[config.mk]
export PLATFORM = sky130hd
export DESIGN_NAME = slip_frame_tester
export DESIGN_NICKNAME = d
export VERILOG_FILES = /design/src/rtl/slip_frame_tester.sv
export SDC_FILE = /design/constraint.sdc
export NUM_CORES = 1
export LEC_CHECK = 0
export CAP_MARGIN = 0
export CELL_PAD_IN_SITES_DETAIL_PLACEMENT = 0
export CELL_PAD_IN_SITES_GLOBAL_PLACEMENT = 1
export CORE_MARGIN = 2
export CORE_UTILIZATION = 45
export CTS_CLUSTER_DIAMETER = 120
export DETAILED_ROUTE_END_ITERATION = 8
export GPL_TIMING_DRIVEN = 1
export MAX_ROUTING_LAYER = met4
export PLACE_DENSITY_LB_ADDON = 0.1
export RECOVER_POWER = 25
export SLEW_MARGIN = 40
export SYNTH_ARGS = -nofsm -noshare
export SYNTH_HDL_FRONTEND = slang
export SYNTH_SLANG_ARGS = --single-unit
[constraint.sdc]
create_clock -name i_clk -period 12.6 [get_ports i_clk]
set_clock_uncertainty 0.05 [all_clocks]
set_input_delay 2.52 -clock i_clk [delete_from_list [all_inputs] [get_ports i_clk]]
set_output_delay 2.52 -clock i_clk [all_outputs]
set_load 0.02 [all_outputs]
[src/rtl/slip_frame_tester.sv]
// slip_frame_tester: sends framed test traffic into a SLIP transmitter and
// checks each frame coming back from the SLIP receiver against a private copy
// of the same byte pattern. It counts frames sent, frames received intact and
// frames received damaged, and flags completion of a finite run.
module slip_frame_tester #(
  parameter int unsigned FRAME_LEN  = 21,
  parameter int unsigned NUM_FRAMES = 0,
  parameter int unsigned PATTERN    = 0,
  parameter int unsigned GAP_CYCLES = 0,
  parameter int unsigned TIMEOUT    = 4096,
  parameter int unsigned CNT_W      = 16
) (
  input  logic             i_clk,
  input  logic             reset,
  input  logic             i_enable,
  output logic             o_tx_start,
  output logic             o_tx_end,
  output logic             o_tx_dv,
  output logic [7:0]       o_tx_byte,
  input  logic             i_tx_done,
  input  logic             i_rx_started,
  input  logic             i_rx_ended,
  input  logic             i_rx_byte_done,
  input  logic [7:0]       i_rx_byte,
  output logic [CNT_W-1:0] o_frames_tx,
  output logic [CNT_W-1:0] o_frames_ok,
  output logic [CNT_W-1:0] o_frames_bad,
  output logic             o_err,
  output logic             o_busy,
  output logic             o_done
);

  // Index of the last payload byte, the expected received length, and the
  // final count value of the inter-frame gap.
  localparam logic [15:0]      LAST_K       = 16'(FRAME_LEN - 1);
  localparam logic [16:0]      FRAME_LEN_C  = 17'(FRAME_LEN);
  localparam logic [31:0]      GAP_LAST     = (GAP_CYCLES > 0) ? GAP_CYCLES - 1 : 32'd0;
  localparam logic [CNT_W-1:0] NUM_FRAMES_C = CNT_W'(NUM_FRAMES);
  localparam logic [CNT_W-1:0] CNT_MAX      = '1;
  localparam logic [16:0]      RX_CNT_MAX   = '1;

  typedef enum logic [2:0] {
    TX_IDLE,
    TX_START_WAIT,
    TX_DATA,
    TX_END_WAIT,
    TX_GAP
  } tx_state_e;

  typedef enum logic {
    RX_WAIT_START,
    RX_IN_FRAME
  } rx_state_e;

  // The generator state carries all three pattern flavours side by side. The
  // TX side and the RX checker each own one copy, so a fault in one path
  // cannot hide itself by corrupting the reference as well.
  typedef struct packed {
    logic [7:0] inc;
    logic [7:0] lfsr;
    logic [2:0] m6;
  } gen_t;

  function automatic logic [7:0] lfsr_step(input logic [7:0] s);
    return {s[6:0], s[7] ^ s[5] ^ s[4] ^ s[3]};
  endfunction

  function automatic gen_t gen_seed(input logic [31:0] f);
    gen_t g;
    g.inc  = f[7:0];
    g.lfsr = 8'hA5 ^ f[7:0];
    if (g.lfsr == 8'h00) begin
      g.lfsr = 8'h01;
    end
    g.m6   = 3'(f % 32'd6);
    return g;
  endfunction

  function automatic gen_t gen_next(input gen_t g);
    gen_t n;
    n.inc  = g.inc + 8'd1;
    n.lfsr = lfsr_step(g.lfsr);
    n.m6   = (g.m6 == 3'd5) ? 3'd0 : g.m6 + 3'd1;
    return n;
  endfunction

  function automatic logic [7:0] gen_byte(input gen_t g);
    logic [7:0] b;
    b = g.inc;
    case (PATTERN)
      1: b = g.lfsr;
      2: begin
        case (g.m6)
          3'd0:    b = 8'hC0;
          3'd1:    b = 8'hDB;
          3'd2:    b = 8'hDC;
          3'd3:    b = 8'hDD;
          3'd4:    b = 8'h00;
          default: b = 8'hFF;
        endcase
      end
      default: b = g.inc;
    endcase
    return b;
  endfunction

  function automatic logic [CNT_W-1:0] sat_inc(input logic [CNT_W-1:0] v);
    return (v == CNT_MAX) ? v : v + {{(CNT_W-1){1'b0}}, 1'b1};
  endfunction

  tx_state_e        tx_state_q, tx_state_d;
  logic [15:0]      k_q, k_d;
  logic [31:0]      gap_cnt_q, gap_cnt_d;
  gen_t             tx_gen_q, tx_gen_d;
  logic             tx_start_q, tx_start_d;
  logic             tx_dv_q, tx_dv_d;
  logic             tx_end_q, tx_end_d;
  logic [7:0]       tx_byte_q, tx_byte_d;
  logic [CNT_W-1:0] frames_tx_q, frames_tx_d;
  logic             busy_q, busy_d;
  logic             end_done;
  logic             limit_hit;

  rx_state_e        rx_state_q, rx_state_d;
  logic [16:0]      rx_cnt_q, rx_cnt_d;
  logic             mismatch_q, mismatch_d;
  gen_t             rx_gen_q, rx_gen_d;
  logic [CNT_W-1:0] frames_ok_q, frames_ok_d;
  logic [CNT_W-1:0] frames_bad_q, frames_bad_d;
  logic             err_q, err_d;
  logic             rx_open;
  logic             rx_good;

  logic [31:0]      to_cnt_q, to_cnt_d;
  logic             done_q, done_d;
  logic [CNT_W:0]   rx_total;

  assign limit_hit = (NUM_FRAMES != 0) && (frames_tx_q == NUM_FRAMES_C);

  // TX sequencer: open a frame, feed payload bytes one per accepted handshake,
  // close the frame, then optionally idle for the configured gap.
  always_comb begin
    tx_state_d  = tx_state_q;
    k_d         = k_q;
    gap_cnt_d   = gap_cnt_q;
    tx_gen_d    = tx_gen_q;
    tx_start_d  = 1'b0;
    tx_dv_d     = 1'b0;
    tx_end_d    = 1'b0;
    tx_byte_d   = tx_byte_q;
    frames_tx_d = frames_tx_q;
    end_done    = 1'b0;
    case (tx_state_q)
      TX_IDLE: begin
        if (i_enable && !done_q && !limit_hit) begin
          tx_start_d = 1'b1;
          tx_gen_d   = gen_seed(32'(frames_tx_q));
          tx_state_d = TX_START_WAIT;
        end
      end
      TX_START_WAIT: begin
        if (i_tx_done) begin
          tx_dv_d    = 1'b1;
          tx_byte_d  = gen_byte(tx_gen_q);
          tx_gen_d   = gen_next(tx_gen_q);
          k_d        = 16'd0;
          tx_state_d = TX_DATA;
        end
      end
      TX_DATA: begin
        if (i_tx_done) begin
          if (k_q == LAST_K) begin
            tx_end_d   = 1'b1;
            tx_state_d = TX_END_WAIT;
          end else begin
            tx_dv_d   = 1'b1;
            tx_byte_d = gen_byte(tx_gen_q);
            tx_gen_d  = gen_next(tx_gen_q);
            k_d       = k_q + 16'd1;
          end
        end
      end
      TX_END_WAIT: begin
        if (i_tx_done) begin
          end_done    = 1'b1;
          frames_tx_d = sat_inc(frames_tx_q);
          if (GAP_CYCLES > 0) begin
            gap_cnt_d  = 32'd0;
            tx_state_d = TX_GAP;
          end else begin
            tx_state_d = TX_IDLE;
          end
        end
      end
      TX_GAP: begin
        if (gap_cnt_q == GAP_LAST) begin
          tx_state_d = TX_IDLE;
        end else begin
          gap_cnt_d = gap_cnt_q + 32'd1;
        end
      end
      default: tx_state_d = TX_IDLE;
    endcase
    busy_d = (tx_state_d != TX_IDLE);
  end

  // TX state and registered TX-side outputs.
  always_ff @(posedge i_clk) begin
    if (reset) begin
      tx_state_q  <= TX_IDLE;
      k_q         <= 16'd0;
      gap_cnt_q   <= 32'd0;
      tx_gen_q    <= '0;
      tx_start_q  <= 1'b0;
      tx_dv_q     <= 1'b0;
      tx_end_q    <= 1'b0;
      tx_byte_q   <= 8'd0;
      frames_tx_q <= '0;
      busy_q      <= 1'b0;
    end else begin
      tx_state_q  <= tx_state_d;
      k_q         <= k_d;
      gap_cnt_q   <= gap_cnt_d;
      tx_gen_q    <= tx_gen_d;
      tx_start_q  <= tx_start_d;
      tx_dv_q     <= tx_dv_d;
      tx_end_q    <= tx_end_d;
      tx_byte_q   <= tx_byte_d;
      frames_tx_q <= frames_tx_d;
      busy_q      <= busy_d;
    end
  end

  // RX checker: same-cycle events are handled as byte, then close, then open,
  // so a closing byte still counts and a reopening frame seeds from the
  // counters as they stand after the close decision.
  always_comb begin
    rx_state_d   = rx_state_q;
    rx_cnt_d     = rx_cnt_q;
    mismatch_d   = mismatch_q;
    rx_gen_d     = rx_gen_q;
    frames_ok_d  = frames_ok_q;
    frames_bad_d = frames_bad_q;
    err_d        = 1'b0;
    rx_good      = 1'b0;
    rx_open      = (rx_state_q == RX_IN_FRAME);
    if (rx_open && i_rx_byte_done) begin
      if (rx_cnt_q < FRAME_LEN_C) begin
        if (i_rx_byte != gen_byte(rx_gen_q)) begin
          mismatch_d = 1'b1;
        end
        rx_gen_d = gen_next(rx_gen_q);
      end
      if (rx_cnt_q != RX_CNT_MAX) begin
        rx_cnt_d = rx_cnt_q + 17'd1;
      end
    end
    if (rx_open && i_rx_ended) begin
      rx_good = (rx_cnt_d == FRAME_LEN_C) && !mismatch_d;
      if (rx_good) begin
        frames_ok_d = sat_inc(frames_ok_q);
      end else begin
        frames_bad_d = sat_inc(frames_bad_q);
        err_d        = 1'b1;
      end
      rx_open    = 1'b0;
      rx_state_d = RX_WAIT_START;
    end
    if (i_rx_started) begin
      if (rx_open) begin
        frames_bad_d = sat_inc(frames_bad_q);
        err_d        = 1'b1;
      end
      rx_cnt_d   = 17'd0;
      mismatch_d = 1'b0;
      rx_gen_d   = gen_seed(32'(frames_ok_d) + 32'(frames_bad_d));
      rx_state_d = RX_IN_FRAME;
    end
  end

  // RX checker state and registered result counters.
  always_ff @(posedge i_clk) begin
    if (reset) begin
      rx_state_q   <= RX_WAIT_START;
      rx_cnt_q     <= 17'd0;
      mismatch_q   <= 1'b0;
      rx_gen_q     <= '0;
      frames_ok_q  <= '0;
      frames_bad_q <= '0;
      err_q        <= 1'b0;
    end else begin
      rx_state_q   <= rx_state_d;
      rx_cnt_q     <= rx_cnt_d;
      mismatch_q   <= mismatch_d;
      rx_gen_q     <= rx_gen_d;
      frames_ok_q  <= frames_ok_d;
      frames_bad_q <= frames_bad_d;
      err_q        <= err_d;
    end
  end

  // Completion: a finite run is finished once every sent frame has been
  // judged, or once the receive side has been silent long enough after the
  // last frame went out. The timer starts at 1 on the end handshake so that
  // the done flag lands exactly TIMEOUT cycles after it.
  assign rx_total = {1'b0, frames_ok_q} + {1'b0, frames_bad_q};

  always_comb begin
    to_cnt_d = to_cnt_q;
    if (end_done) begin
      to_cnt_d = 32'd1;
    end else if (to_cnt_q < TIMEOUT) begin
      to_cnt_d = to_cnt_q + 32'd1;
    end
    done_d = done_q;
    if (limit_hit && ((rx_total == {1'b0, frames_tx_q}) || (to_cnt_q >= TIMEOUT))) begin
      done_d = 1'b1;
    end
  end

  // Completion timer and sticky done flag.
  always_ff @(posedge i_clk) begin
    if (reset) begin
      to_cnt_q <= 32'd0;
      done_q   <= 1'b0;
    end else begin
      to_cnt_q <= to_cnt_d;
      done_q   <= done_d;
    end
  end

  assign o_tx_start   = tx_start_q;
  assign o_tx_end     = tx_end_q;
  assign o_tx_dv      = tx_dv_q;
  assign o_tx_byte    = tx_byte_q;
  assign o_frames_tx  = frames_tx_q;
  assign o_frames_ok  = frames_ok_q;
  assign o_frames_bad = frames_bad_q;
  assign o_err        = err_q;
  assign o_busy       = busy_q;
  assign o_done       = done_q;

endmodule

==> Table 3: Implementation characteristics, run 1 <==
Physical design parameters

Parameter                              Value

Place
  DPL Wire Length .................. 11670 um
  Routability congestion estimate .................. 0.8541
  Pre-CTS worst setup slack .................. 4.903 ns
  Port Buffers .................. 75
  Placed standard-cell area .................. 8477 um^2

Timing
  Setup TNS after final layout .................. 0 ns
  Final Hold Slack .................. 0.4070 ns
  Number of hold violations in the final report .................. 0
  Period utilisation layout .................. 58.15%
  Worst setup slack after layout .................. 5.273 ns
  Final period demand of the worst path .................. 7.327 ns
  Final setup vio count .................. 0
  Transition time at the pin with the least slew margin .................. 4.037 ns
  Slew Viols, Final .................. 94
  Tightest slew margin relative to the limit .................. -169.2%
  Setup repair after global routing missed its margin .................. no

Clocking
  Post-CTS Setup Inserts .................. 0
  Number of levels the H-tree was split into .................. 4
  Source-to-sink clock delay at the later pin of the worst-skew pair .................. 0.42 ns
  Clk sink count .................. 147
  Clock transition at path regs .................. 0.06 ns
  Library cell used as clock root buffer .................. sky130_fd_sc_hd__clkbuf_16
  Number of clock buffers inserted by TritonCTS .................. 17
  Max clock buf depth .................. 2
  Hold Buf Count CTS .................. 0

Cells and area
  Bufs w/o clock .................. 80
  Combinational gate count .................. 701
  Number of logic inverters in the finished layout .................. 25
  Largest cell class .................. combinational gates
  Fraction of layout instances using a drive strength above 1 .................. 5.787%
  Fraction of area in clock buffers and inverters .................. 6.920%
  Commonest cells after routing, fill and taps aside .................. sky130_fd_sc_hd__dfxtp_1, sky130_fd_sc_hd__nor2_1, sky130_fd_sc_hd__nand2_1
  Area grow syn2layout .................. 19.40%
  Most frequent logic cell in the layout .................. sky130_fd_sc_hd__dfxtp_1
  Final Net Count .................. 1005
  Combined area of the multi-input logic cells .................. 4375 um^2
  Non-clock buffer contribution to total cell area .................. 8.557%
  Logic share of the area .................. 48.11%
  Antenna diode count .................. 0
  Post-layout instance count excluding filler cells .................. 1205

Power and ir drop
  Net Switching .................. 0.2483 mW
  Power density relative to cell area .................. 116.9 nW/um^2
  Peak supply drop .................. 0.1211 mV
  Total Power Consumption .................. 1.063 mW
  P_int .................. 0.8150 mW
  Sw frac .................. 23.35%
  Share of total power in the clock network .................. 50.4%

Drt
  Max Used Layer .................. met4
  Post-DRT Antenna Nets .................. 0
  Aggregate routed wire length .................. 16940 um
  Met2 routed WL .................. 7860 um
  Routed met1 length .................. 8281 um
  Total met3 wirelength after detailed routing .................. 635 um
  Detailed-routing iteration count for the pre-antenna-repair pass .................. 5
  Drt initial violations .................. 353
  Post-detailed-route wirelength per cell .................. 14.06 um
  Overall via count from detail_route .................. 6330
  Vias per cell .................. 5.253
  Total DRC errors in the routed layout .................. 0

Synthesis
  Yosys Warn Count .................. 0
  Sequential fraction of the synthesis area .................. 38.63%
  Asr flop ratio synth .................. 0%
  Yosys reg bits .................. 147
  Synth Net Count .................. 948
  Main area contributors .................. sky130_fd_sc_hd__dfxtp_1, sky130_fd_sc_hd__xnor2_1, sky130_fd_sc_hd__nor2_1
  Number of enable flip-flop cells .................. 0
  Area reported by Yosys stat .................. 7617 um^2
  Total standard cell area after synthesis .................. 7617 um^2
  Syn Inst Count .................. 915
  Number of cell instances after yosys synthesis .................. 915
  Top area contributor share .................. 38.63%
  Cell taking the most area after synthesis .................. sky130_fd_sc_hd__dfxtp_1
  Count of cell types in the netlist .................. 65

Critical path
  CP endpoint kind .................. flip-flop
  Critical Path Source Type .................. input port
  Launch point of the worst path .................. i_rx_byte_done
  Slowest Stage Delay on Critical Path .................. 0.68 ns
  CP dominant cell by count .................. sky130_fd_sc_hd__a21oi_1
  Maximum net fanout on the critical path .................. 21
  Critical path cell sequence .................. clkdlybuf4s50_1, and2_1, nand2_1, a2111oi_4, mux2i_1, or3_1, or4_4, nor2_1, mux2_1, ha_1, a21o_1, a21oi_1, o21bai_1, a21oi_1, o21ai_0, xnor2_1, nand3_1, a2111oi_0, nand3b_1
  Data required, critical path .................. 12.92 ns
  Kind of cell adding the most delay to the critical path .................. simple AND/OR/NAND/NOR gates
  Buffers and inverters on the worst path .................. 1
  Reg2reg start .................. rx_cnt_q[0]
  Kind of critical path .................. input port to flip-flop
  Slowest cell on the critical path .................. sky130_fd_sc_hd__or4_4

Status
  Failing checks .................. max-capacitance violations, max-slew violations
  Status .................. complete, but fails checks

Job
  Tool Warnings .................. 28
  Tally of max-capacitance violations .................. 1

Floorplan
  Num ports .................. 77
  Floorplan-stage core utilization .................. 45.93%
  Die width .................. 134.1 um
  Overall die area .................. 17980 um^2
  Tap cells .................. 220
  Vertical die size .................. 134.1 um

Worst hold path
  Hold path startpoint .................. o_tx_byte[1]
  Hold/Removal Path Class .................. flip-flop to flip-flop

Global routing
  Vias in the first global route .................. 6051
  Antenna violations before repair .................. 0
  Wire length of the first global-routing pass .................. 28830 um
  Pin count of the biggest net entering global routing .................. 94
  Overall Global Routing Usage .................. 20.11%
  Most utilized layer in the global route result .................. met2
[run 1: kinds of logic after synthesis]
kind of cell	Yosys count	synth area share, %
simple gates	437	28.88
flops	147	38.63
compound gates	118	10.50
xor+xnor	118	13.57
buf+inv	67	4.090
fa+ha+maj	18	3.055
mux	9	1.232
other cells	1	0.04923
[run 1: synthesized netlist by cell type, drive strengths merged (7+ instances only)]
| library cell | number |
|---|---|
| dfxtp | 147 |
| nor2 | 141 |
| nand2 | 81 |
| xnor2 | 65 |
| xor2 | 53 |
| a21oi | 41 |
| nand3 | 41 |
| clkbuf | 28 |
| nand4 | 28 |
| nor3 | 27 |
| nor4 | 26 |
| inv | 25 |
| and3 | 21 |
| o21ai | 20 |
| or3 | 19 |
| ha | 17 |
| and2 | 14 |
| buf | 14 |
| and4 | 10 |
| a211oi | 7 |
[run 1: power by group through the flow]
stage          combinational (mW)  clock, mW  sequential (mW)
2_1_floorplan              0.0353          0            0.485
3_3_place_gp               0.0533          0            0.486
3_5_place_dp               0.0533          0            0.486
4_1_cts                    0.0537      0.547            0.475
5_1_grt                    0.0591      0.568            0.476
6_report                   0.0525      0.536            0.475
[run 1: sequential cells by signal, indices dropped and copies added, names as in the netlist, 3 cells and up, named ones only]
| signal | count |
|---|---|
| rx_gen_q | 8 |
| gap_cnt_q | 32 |
| o_frames_bad | 16 |
| o_tx_byte | 8 |
| k_q | 16 |
| rx_cnt_q | 17 |
| tx_gen_q | 8 |
| o_frames_ok | 8 |
| tx_state_q | 3 |
| o_frames_tx | 16 |
[run 1: worst paths after layout]
kind	slack [ns]	cells after the start	endpoint
max	5.27	19	rx_gen_q[18]
min	0.41	2	o_tx_byte[1]
max reg2reg	7.14	19	rx_gen_q[18]
min reg2reg	0.41	2	o_tx_byte[1]
### Placed cells, one color a class, run 1

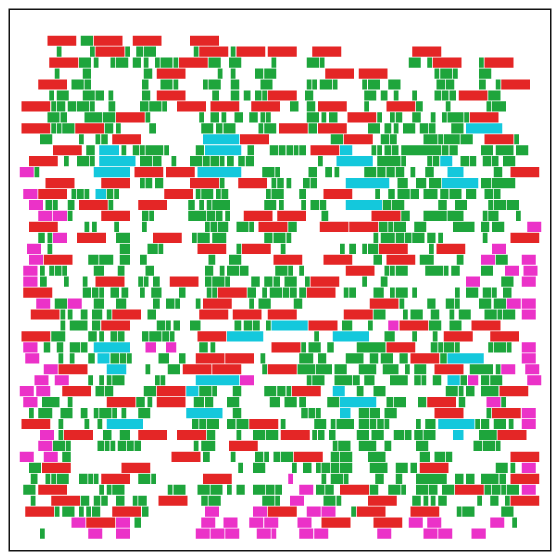
[magenta] other buffers and delay cells | cells: 80
[red] flops | cells: 147
[cyan] clock drivers and dummy loads | cells: 32
[green] combinational and other logic | cells: 726
core region area: 16580 um^2
final design area excluding fillers: 9095 um^2
share of the core filled with cells: 54.84%
std cell rows: 47
sequential portion of the cell area: 32.36%

### Congestion heat map, run 1

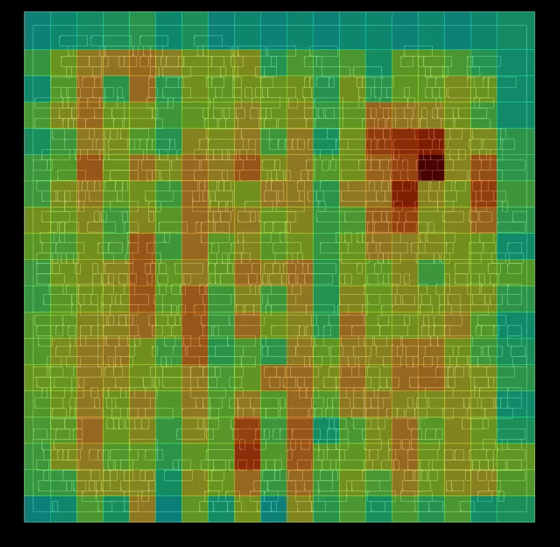
routing usage on met3: 4.762%
met2 track utilization from global routing: 31.79%
global routing met1 resource utilization: 25.97%

### Signal wires by layer, run 1

The bar under the picture is 50 um long.
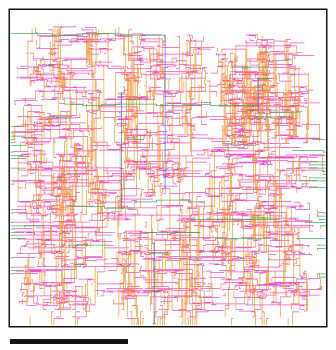
[blue] metal 4 | wire length: 162 um
[magenta] metal 1 | wire length: 8280 um
[green] metal 3 | wire length: 636 um
[orange] metal 2 | wire length: 7860 um

### Sequential cells grouped by signal name, run 1

The bar under the picture is 50 um long. Other sequential cells in the stronger gray, the rest of the logic in the fainter gray.
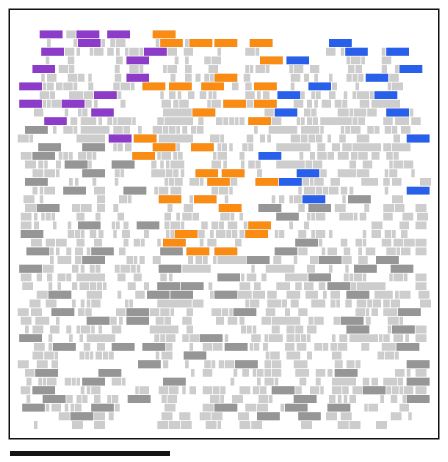
[orange] `gap_cnt_q` | sequential cells: 32
[purple] `k_q` | sequential cells: 16 | where: top left
[blue] `rx_cnt_q` | sequential cells: 17 | where: top right
power dissipated in sequential cells: 0.475 mW
combined flip-flop and latch cell area: 2943 um^2

### Routed metal per tile, run 1

The bar under the picture is 50 um long. The die is cut into 27 by 27 equal tiles; dark blue is low, red is high, scaled to the fullest tile. Values are wire area over tile area, all layers added.
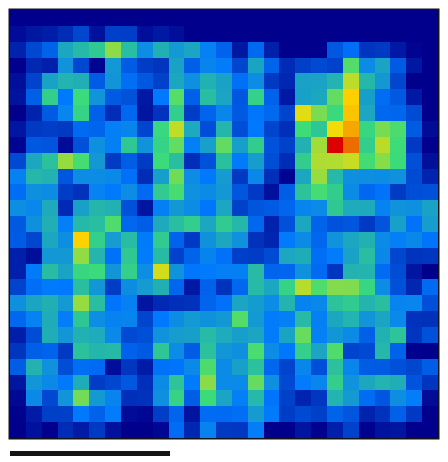

==> run 1 -> run 2 <==
CORE_UTILIZATION = 43   (was 45)
clock period = 7.39 ns   (was 12.6 ns; I/O delays follow)
### Routed metal per tile, run 2

The bar under the picture is 50 um long. The die is cut into 27 by 27 equal tiles; dark blue is low, red is high, scaled to the fullest tile. Values are wire area over tile area, all layers added.
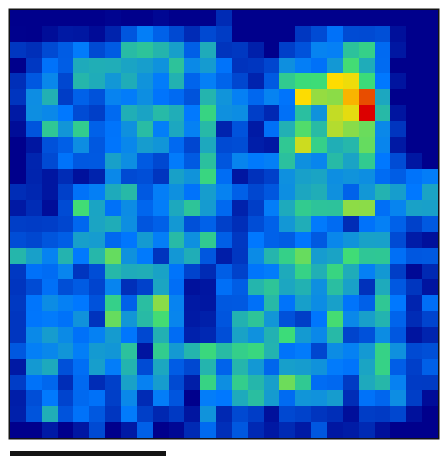
fullest tile: 0.60
tiles over half the peak: 4.0%
mean over tiles: 0.14
post-detailed-route wirelength per cell: 14.08 um
Overall Global Routing Usage: 19.69%
aggregate routed wire length: 17050 um

### Placed cells, one color a class, run 2

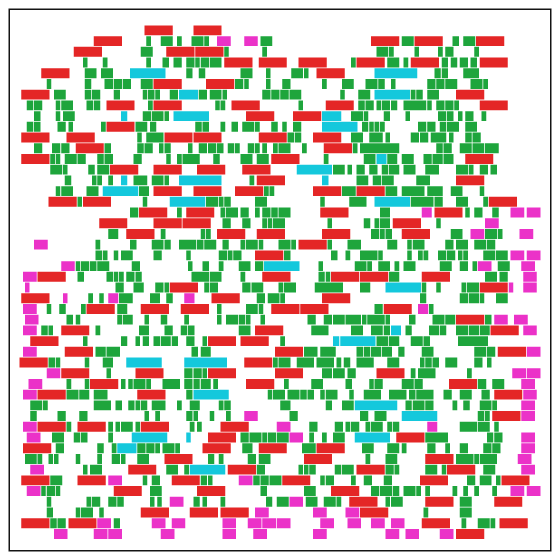
final design area excluding fillers: 9104 um^2
share of the core filled with cells: 52.63%
sequential portion of the cell area: 32.33%
core region area: 17300 um^2
std cell rows: 48

### Signal wires by layer, run 2

The bar under the picture is 50 um long.
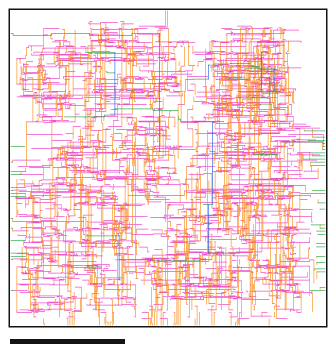
[magenta] metal 1 | wire length: 8570 um
[green] metal 3 | wire length: 583 um
[orange] metal 2 | wire length: 7700 um
[blue] metal 4 | wire length: 198 um
overall via count from detail_route: 6375

==> run 2 against run 1 <==
Net effect: die size increased by 4.5%; the flow still finishes with violations (max-capacitance violations, max-slew violations); power is 70% higher; critical endpoint unchanged; combinational power rose by about 70%; global-route usage is 0.42 points lower; sequential share of layout area about the same; clock power up about 70%; flip-flop count did not move.
==> Table 3: Implementation characteristics, run 2 <==
Physical design parameters

Parameter                              Value

Global routing
  Global routing met1 resource utilization .................. 26.17% (+0.21 points)
  Wire length of the first global-routing pass .................. 29010 um (+0.65%)
  Vias in the first global route .................. 5962 (-1.5%)
  Met2 track utilization from global routing .................. 30.07% (-1.7 points)
  Pin count of the biggest net entering global routing .................. 60 (-36%)
  Grt ovf .................. 0
  Antenna violations before repair .................. 0 (unchanged)
  Most utilized layer in the global route result .................. met2
  Routing usage on met3 .................. 4.370% (-0.39 points)

Clocking
  Post-CTS Setup Inserts .................. 0 (unchanged)
  Quantity of gates resized following cts .................. 0
  Max clock buf depth .................. 2 (unchanged)
  Source-to-sink clock delay at the later pin of the worst-skew pair .................. 0.42 ns (about the same)
  Hold Buf Count CTS .................. 0 (unchanged)
  Number of levels the H-tree was split into .................. 4 (unchanged)
  Number of clock buffers inserted by TritonCTS .................. 17 (unchanged)
  Clock transition at path regs .................. 0.06 ns (about the same)
  TritonCTS clock tree .................. built
  Clk sink count .................. 147 (unchanged)
  Library cell used as clock root buffer .................. sky130_fd_sc_hd__clkbuf_16

Power and ir drop
  Power density relative to cell area .................. 198.8 nW/um^2 (+70%)
  Peak supply drop .................. 0.1715 mV (+42%)
  Total Power Consumption .................. 1.810 mW (+70%)
  Leak pwr .................. 3.183 nW

Cells and area
  Number of flip-flops in the largest register .................. 32 (unchanged)
  Final Net Count .................. 1007 (+0.20%)
  Antenna diode count .................. 0 (unchanged)
  Register name with the most flops .................. gap_cnt_q
  Area grow syn2layout .................. 19.51% (about the same)
  Commonest cells after routing, fill and taps aside .................. sky130_fd_sc_hd__dfxtp_1, sky130_fd_sc_hd__nor2_1, sky130_fd_sc_hd__nand2_1
  Largest registers ranked by flip-flop count .................. gap_cnt_q: 32 flops, rx_cnt_q: 17 flops
  Fraction of layout instances using a drive strength above 1 .................. 5.477% (-0.31 points)
  Most frequent logic cell in the layout .................. sky130_fd_sc_hd__dfxtp_1
  Filler Cell Count .................. 1738

Synthesis
  Syn Inst Count .................. 915 (unchanged)
  Yosys Warn Count .................. 0 (unchanged)
  Most instantiated cells after synthesis .................. sky130_fd_sc_hd__dfxtp_1, sky130_fd_sc_hd__nor2_1, sky130_fd_sc_hd__nand2_1
  Top area contributor share .................. 38.63% (unchanged)
  Synth Net Count .................. 948 (unchanged)
  Mean cell area of the mapped netlist .................. 8.325 um^2
  Sequential fraction of the synthesis area .................. 38.63% (unchanged)
  Number of cell instances after yosys synthesis .................. 915 (unchanged)
  Cell taking the most area after synthesis .................. sky130_fd_sc_hd__dfxtp_1
  Number of enable flip-flop cells .................. 0 (unchanged)
  Asr flop ratio synth .................. 0% (unchanged)
  Area reported by Yosys stat .................. 7617 um^2 (unchanged)
  Main area contributors .................. sky130_fd_sc_hd__dfxtp_1, sky130_fd_sc_hd__xnor2_1, sky130_fd_sc_hd__nor2_1
  Total standard cell area after synthesis .................. 7617 um^2 (unchanged)
  Most repeated cell in the gate-level netlist after synthesis .................. sky130_fd_sc_hd__dfxtp_1
  Primary flip-flop cell chosen by synthesis mapping .................. sky130_fd_sc_hd__dfxtp_1
  Yosys reg bits .................. 147 (unchanged)
  Count of cell types in the netlist .................. 65 (unchanged)

Critical path
  CP arrival .................. 6.62 ns
  CP dominant cell by count .................. sky130_fd_sc_hd__a21oi_1
  Critical Path Source Type .................. input port
  Critical path cell sequence .................. clkdlybuf4s50_1, and2_1, nand2_1, a2111oi_4, mux2i_1, or3_1, or4_4, nor2_1, mux2_1, ha_1, a21o_1, a21oi_1, o21bai_1, a21oi_1, o21ai_0, xnor2_1, nand3_1, a2111oi_0, nand3b_1
  Maximum net fanout on the critical path .................. 21 (unchanged)
  Data required, critical path .................. 7.70 ns (-5.22 ns)
  CP endpoint kind .................. flip-flop
  Kind of cell adding the most delay to the critical path .................. simple AND/OR/NAND/NOR gates
  Slowest cell on the critical path .................. sky130_fd_sc_hd__or4_4
  Worst reg2reg setup slack .................. 1.89 ns (-5.25 ns)
  Buffers and inverters on the worst path .................. 1 (unchanged)
  Kind of critical path .................. input port to flip-flop
  Slowest Stage Delay on Critical Path .................. 0.68 ns (about the same)

Floorplan
  Num ports .................. 77 (unchanged)
  Floorplan-stage core utilization .................. 44.04% (-1.9 points)
  Die width .................. 137.1 um (+2.2%)
  Overall die area .................. 18800 um^2 (+4.5%)
  Vertical die size .................. 137.1 um (+2.2%)

Timing
  Tightest slew margin relative to the limit .................. -76.37% (+93 points)
  Final period demand of the worst path .................. 6.306 ns
  Peak clock frequency supported by timing .................. 158.6 MHz
  Final setup vio count .................. 0 (unchanged)
  Transition time at the pin with the least slew margin .................. 2.646 ns (-1.392 ns)
  Setup repair after global routing missed its margin .................. no
  Slew Viols, Final .................. 111 (+18%)
  Period utilisation layout .................. 85.33%
  Number of hold violations in the final report .................. 0 (unchanged)
  Setup TNS after final layout .................. 0 ns (unchanged)

Job
  Tally of max-capacitance violations .................. 2 (+1)
  Tool Warnings .................. 28 (unchanged)

Drt
  Drt initial violations .................. 352 (-0.28%)
  Detailed-routing iteration count for the pre-antenna-repair pass .................. 4 (-1)
  Max Used Layer .................. met4
  Met2 routed WL .................. 7702 um (-2.0%)
  Vias per cell .................. 5.264 (+0.21%)
  Total DRC errors in the routed layout .................. 0 (unchanged)
  Total met3 wirelength after detailed routing .................. 582 um (-8.3%)
  Post-DRT Antenna Nets .................. 0 (unchanged)
  Routed met1 length .................. 8566 um (+3.4%)

Status
  Failing checks .................. max-capacitance violations, max-slew violations
  Status .................. complete, but fails checks

Place
  DPL Wire Length .................. 11880 um (+1.7%)
  Routability congestion estimate .................. 0.8171 (-4.3%)
  Port Buffers .................. 75 (unchanged)

Worst hold path
  Hold/Removal Path Class .................. flip-flop to flip-flop
run 2: cell types whose count changed in the layout (fill, tap and decap cells not counted), sizes merged:
cell	change
inv	-2
clkdlybuf4s50	-4
clkinv	-1
buf	+1
clkbuf	+3
clkinvlp	-1
bufinv	+1
dlygate4sd3	+4
run 2: kinds of logic after synthesis:
kind of cell	count (synthesis)	synth area share, %
simple gates	437	28.88
other cells	1	0.04923
mux	9	1.232
compound gates	118	10.50
fa+ha+maj	18	3.055
buf+inv	67	4.090
flops	147	38.63
xor+xnor	118	13.57
run 2: power by group:
group,leakage (nW),internal [mW],switching (mW),total [mW]
clock,0.305,0.587,0.323,0.910
combinational,1.69,0.0343,0.0550,0.0893
sequential,1.19,0.800,0.0104,0.811
run 2: cell type report:
class	instances	area [um^2]	area share [%]
timing repair buffer	82	789.5	8.672
tap	225	281.5	3.092
multi-input combinational	701	4370	48.01
clock buffer	21	470.5	5.168
sequential	147	2943	32.33
clock inverter	10	155.1	1.704
inverter	25	93.84	1.031
run 2: final timing paths:
path	from	to	depth (start not counted)
max	i_rx_byte_done	rx_gen_q[18]	19
min	o_tx_byte[0]	o_tx_byte[0]	2
max reg2reg	rx_cnt_q[0]	rx_gen_q[18]	19
min reg2reg	o_tx_byte[0]	o_tx_byte[0]	2
run 2: through the flow:
stage | area, um^2 | setup WS [ns] | instances | hold slack, ns | util (%)
floorplan | 7617 | 1.567 | 915 | 0.3895 | -
global placement | 8489 | 0.8158 | 1180 | 0.3919 | 49.08
detailed placement | 8489 | 0.7487 | 1180 | 0.4011 | 49.08
CTS | 9115 | 1.150 | 1211 | 0.4093 | 52.70
global route | 9104 | 0.7030 | 1211 | 0.4265 | 52.63
finish | 9104 | 1.084 | 1211 | 0.4064 | 52.63
### Sequential cells grouped by signal name, run 2

The bar under the picture is 50 um long. Other sequential cells in the stronger gray, the rest of the logic in the fainter gray.
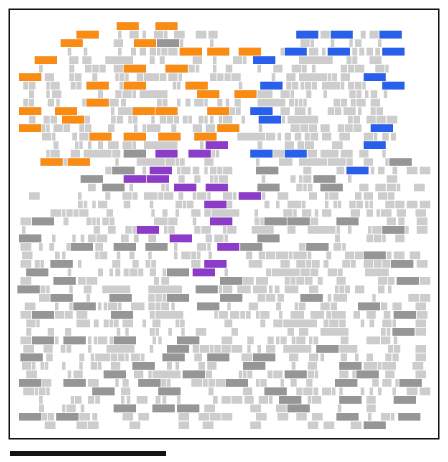

==> run 2 -> run 3 <==
==> constraint.sdc (replaced) <==
create_clock -name i_clk -period 7.39 [get_ports i_clk]
set_clock_uncertainty 0.05 [all_clocks]
set_input_delay 1.1085 -clock i_clk [delete_from_list [all_inputs] [get_ports i_clk]]
set_output_delay 1.1085 -clock i_clk [all_outputs]
set_load 0.02 [all_outputs]
### Sequential cells grouped by signal name, run 3

The bar under the picture is 50 um long. Other sequential cells in the stronger gray, the rest of the logic in the fainter gray.
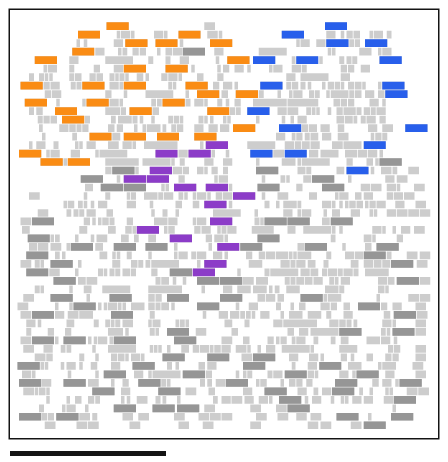
[orange] `gap_cnt_q` | sequential cells: 32
[purple] `k_q` | sequential cells: 16 | where: middle
[blue] `rx_cnt_q` | sequential cells: 17 | where: top right

### Signal wires by layer, run 3

The bar under the picture is 50 um long.
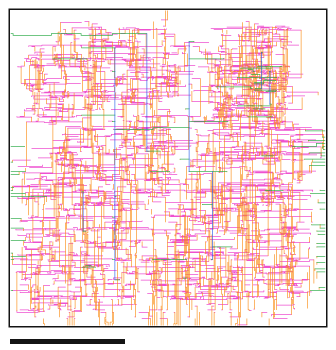
Overall Global Routing Usage: 19.92%
post-detailed-route wirelength per cell: 14.14 um
overall via count from detail_route: 6442

### Routed metal per tile, run 3

The bar under the picture is 50 um long. The die is cut into 27 by 27 equal tiles; dark blue is low, red is high, scaled to the fullest tile. Values are wire area over tile area, all layers added.
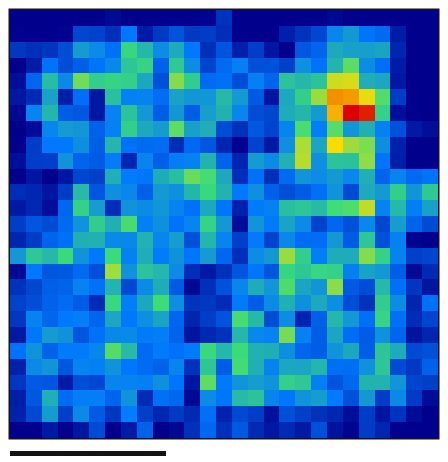
nearly empty tiles: 10%
fullest tile: 0.59
mean over tiles: 0.14
aggregate routed wire length: 17130 um

==> run 3 against run 2 <==
Net effect: the run now ends clean; routed wire length rose by 0.45%; sequential share of layout area fell by 0.080 points; synthesized cell count did not move; combinational power rose by 0.7%; clock-buffer cell count did not move; register-to-register slack got worse by 0.02 ns; non-clock buffer count did not move; via count rose by 1.1%; sequential power barely moved; final area rose by 0.25%; flip-flop count did not move.
==> Table 3: Implementation characteristics, run 3 <==
Physical design parameters

Parameter                              Value

Timing
  Tightest slew margin relative to the limit .................. 27.17% (+100 points)
  Slew Viols, Final .................. 0 (-100%)
  Setup TNS after final layout .................. 0 ns (unchanged)
  Transition time at the pin with the least slew margin .................. 1.092 ns (-1.553 ns)
  Final setup vio count .................. 0 (unchanged)
  Setup repair after global routing missed its margin .................. no
  Final Hold Slack .................. 0.4038 ns (-0.002562 ns)
  Final period demand of the worst path .................. 5.930 ns (-0.3758 ns)
  Period utilisation layout .................. 80.25% (-5.1 points)
  Peak clock frequency supported by timing .................. 168.6 MHz (+6.3%)
  Number of hold violations in the final report .................. 0 (unchanged)

Place
  DPL Wire Length .................. 11930 um (+0.43%)
  Placed standard-cell area .................. 8489 um^2 (unchanged)
  Port Buffers .................. 75 (unchanged)
  Routability congestion estimate .................. 0.8179 (about the same)

Cells and area
  Commonest cells after routing, fill and taps aside .................. sky130_fd_sc_hd__dfxtp_1, sky130_fd_sc_hd__nor2_1, sky130_fd_sc_hd__nand2_1
  Antenna diode count .................. 0 (unchanged)
  Area grow syn2layout .................. 19.81%
  Final design area excluding fillers .................. 9126 um^2 (+0.25%)
  Share of the core filled with cells .................. 52.76% (+0.13 points)
  Final Net Count .................. 1007 (unchanged)
  Fraction of layout instances using a drive strength above 1 .................. 5.578% (+0.10 points)
  Largest registers ranked by flip-flop count .................. gap_cnt_q: 32 flops, rx_cnt_q: 17 flops
  Register name with the most flops .................. gap_cnt_q
  Number of flip-flops in the largest register .................. 32 (unchanged)
  Most frequent logic cell in the layout .................. sky130_fd_sc_hd__dfxtp_1

Worst hold path
  Worst Hold Path Cells .................. 2 (unchanged)
  Hold Crit Endpoint .................. o_tx_byte[0]
  Hold path startpoint .................. o_tx_byte[0]
  Hold/Removal Path Class .................. flip-flop to flip-flop

Critical path
  Kind of critical path .................. input port to flip-flop
  Reg2reg end .................. rx_gen_q[18]
  FF-to-FF path depth .................. 19 (unchanged)
  CP dominant cell by count .................. sky130_fd_sc_hd__a21oi_1
  Critical path cell sequence .................. clkdlybuf4s50_1, and2_1, nand2_1, a2111oi_4, mux2i_1, or3_1, or4_4, nor2_1, mux2_1, ha_1, a21o_1, a21oi_1, o21bai_1, a21oi_1, o21ai_0, xnor2_1, nand3_1, a2111oi_0, nand3b_1
  Worst reg2reg setup slack .................. 1.87 ns (-0.02 ns)
  CP endpoint kind .................. flip-flop
  Slowest Stage Delay on Critical Path .................. 0.68 ns (about the same)
  Critical Path Source Type .................. input port
  Buffers and inverters on the worst path .................. 1 (unchanged)
  Kind of cell adding the most delay to the critical path .................. simple AND/OR/NAND/NOR gates
  Reg2reg start .................. rx_cnt_q[0]
  Slowest cell on the critical path .................. sky130_fd_sc_hd__or4_4
  Data required, critical path .................. 7.70 ns (about the same)
  CP arrival .................. 6.24 ns (-0.38 ns)
  Maximum net fanout on the critical path .................. 21 (unchanged)

Power and ir drop
  P_int .................. 1.448 mW (+1.8%)
  Proportion of power drawn by combinational gates .................. 4.9% (about the same)
  Peak supply drop .................. 0.1745 mV (+1.7%)
  Part of the total power dissipated in sequential elements .................. 44.0% (-0.8 points)
  Net Switching .................. 0.3961 mW (+2.1%)
  Share of total power in the clock network .................. 51.2% (+0.9 points)
  Sw frac .................. 21.48% (+0.036 points)
  Leak pwr .................. 3.198 nW (+0.46%)
  Power density relative to cell area .................. 202.1 nW/um^2 (+1.6%)
  Total Power Consumption .................. 1.844 mW (+1.9%)

Clocking
  Quantity of gates resized following cts .................. 0 (unchanged)
  Post-CTS Setup Inserts .................. 0 (unchanged)
  Number of levels the H-tree was split into .................. 4 (unchanged)
  Number of clock buffers inserted by TritonCTS .................. 17 (unchanged)
  Clock transition at path regs .................. 0.06 ns (about the same)
  Library cell used as clock root buffer .................. sky130_fd_sc_hd__clkbuf_16
  TritonCTS clock tree .................. built
  Clk sink count .................. 147 (unchanged)
  Max clock buf depth .................. 2 (unchanged)
  Hold Buf Count CTS .................. 0 (unchanged)
  Source-to-sink clock delay at the later pin of the worst-skew pair .................. 0.42 ns (about the same)

Floorplan
  Core region area .................. 17300 um^2 (unchanged)
  Die width .................. 137.1 um (unchanged)
  Std cell rows .................. 48 (unchanged)
  Num ports .................. 77 (unchanged)
  Vertical die size .................. 137.1 um (unchanged)
  Overall die area .................. 18800 um^2 (unchanged)
  Floorplan-stage core utilization .................. 44.04% (unchanged)

Drt
  Vias per cell .................. 5.320 (+1.1%)
  Routed met1 length .................. 8524 um (-0.49%)
  Detailed-routing iteration count for the pre-antenna-repair pass .................. 5 (+1)
  Post-DRT Antenna Nets .................. 0 (unchanged)
  Total DRC errors in the routed layout .................. 0 (unchanged)
  Max Used Layer .................. met4
  Met2 routed WL .................. 7731 um (+0.38%)
  Drt initial violations .................. 323 (-8.2%)
  Total met3 wirelength after detailed routing .................. 578 um (-0.69%)

Synthesis
  Area reported by Yosys stat .................. 7617 um^2 (unchanged)
  Main area contributors .................. sky130_fd_sc_hd__dfxtp_1, sky130_fd_sc_hd__xnor2_1, sky130_fd_sc_hd__nor2_1
  Most instantiated cells after synthesis .................. sky130_fd_sc_hd__dfxtp_1, sky130_fd_sc_hd__nor2_1, sky130_fd_sc_hd__nand2_1
  Syn Inst Count .................. 915 (unchanged)
  Cell taking the most area after synthesis .................. sky130_fd_sc_hd__dfxtp_1
  Number of enable flip-flop cells .................. 0 (unchanged)
  Synth Net Count .................. 948 (unchanged)
  Primary flip-flop cell chosen by synthesis mapping .................. sky130_fd_sc_hd__dfxtp_1
  Number of cell instances after yosys synthesis .................. 915 (unchanged)
  Most repeated cell in the gate-level netlist after synthesis .................. sky130_fd_sc_hd__dfxtp_1
  Yosys Warn Count .................. 0 (unchanged)
  Count of cell types in the netlist .................. 65 (unchanged)
  Total standard cell area after synthesis .................. 7617 um^2 (unchanged)
  Top area contributor share .................. 38.63% (unchanged)
  Mean cell area of the mapped netlist .................. 8.325 um^2 (unchanged)
  Asr flop ratio synth .................. 0% (unchanged)
  Sequential fraction of the synthesis area .................. 38.63% (unchanged)
  Yosys reg bits .................. 147 (unchanged)

Global routing
  Most utilized layer in the global route result .................. met2
  Grt ovf .................. 0 (unchanged)
  Global routing met1 resource utilization .................. 26.81% (+0.63 points)
  Wire length of the first global-routing pass .................. 29300 um (+1.0%)
  Pin count of the biggest net entering global routing .................. 60 (unchanged)
  Vias in the first global route .................. 6005 (+0.72%)
  Antenna violations before repair .................. 0 (unchanged)
  Met2 track utilization from global routing .................. 30.04% (about the same)
  Routing usage on met3 .................. 3.630% (-0.74 points)

Job
  Tool Warnings .................. 28 (unchanged)
  Tally of max-capacitance violations .................. 0 (-2)

Status
  Status .................. complete, no violations
-- run 3: cell counts after synthesis --
Identical to the previous run, type by type.
-- run 3: worst max path at each step --
stage                               to  cells past startpoint           start  slack (ns)
after floorplan           rx_gen_q[18]                     20  i_rx_byte_done        1.94
after global placement    rx_gen_q[18]                     19  i_rx_byte_done        1.19
after detailed placement  rx_gen_q[18]                     19  i_rx_byte_done        1.15
after CTS                 rx_gen_q[18]                     19  i_rx_byte_done        1.56
after global routing      rx_gen_q[18]                     19  i_rx_byte_done        1.13
final                     rx_gen_q[18]                     19  i_rx_byte_done        1.46
-- run 3: power by group through the flow --
stage               combinational, mW  sequential [mW]  clock [mW]
floorplan                      0.0602            0.827           0
finish                         0.0899            0.811       0.943
detailed placement             0.0915            0.828           0
CTS                            0.0924            0.811       0.966
global placement               0.0917            0.828           0
global route                    0.101            0.812       0.999
-- run 3: stage by stage --
stage | worst slack (ns) | instances
after floorplan | 1.936 | 915
after global placement | 1.186 | 1180
after detailed placement | 1.147 | 1180
after CTS | 1.561 | 1211
after global routing | 1.132 | 1211
final | 1.460 | 1211
-- run 3: logic make-up after synthesis --
| family | after synthesis | synth area share [%] |
|---|---|---|
| mux | 9 | 1.232 |
| flops | 147 | 38.63 |
| compound gates | 118 | 10.50 |
| fa+ha+maj | 18 | 3.055 |
| simple gates | 437 | 28.88 |
| other cells | 1 | 0.04923 |
| buf+inv | 67 | 4.090 |
| xor+xnor | 118 | 13.57 |
-- run 3: cell type report --
| type | count | area (um^2) |
|---|---|---|
| well taps | 225 | 281.5 |
| repair buffers | 82 | 797.0 |
| flip-flops and latches | 147 | 2943 |
| fillers | 1704 | 8170 |
| multi-input cells | 701 | 4370 |
| clock buffers | 21 | 460.4 |
| inverters | 25 | 93.84 |
| clock inverters | 10 | 180.2 |
No activity file was given, so power comes from the tool's default toggle rates.
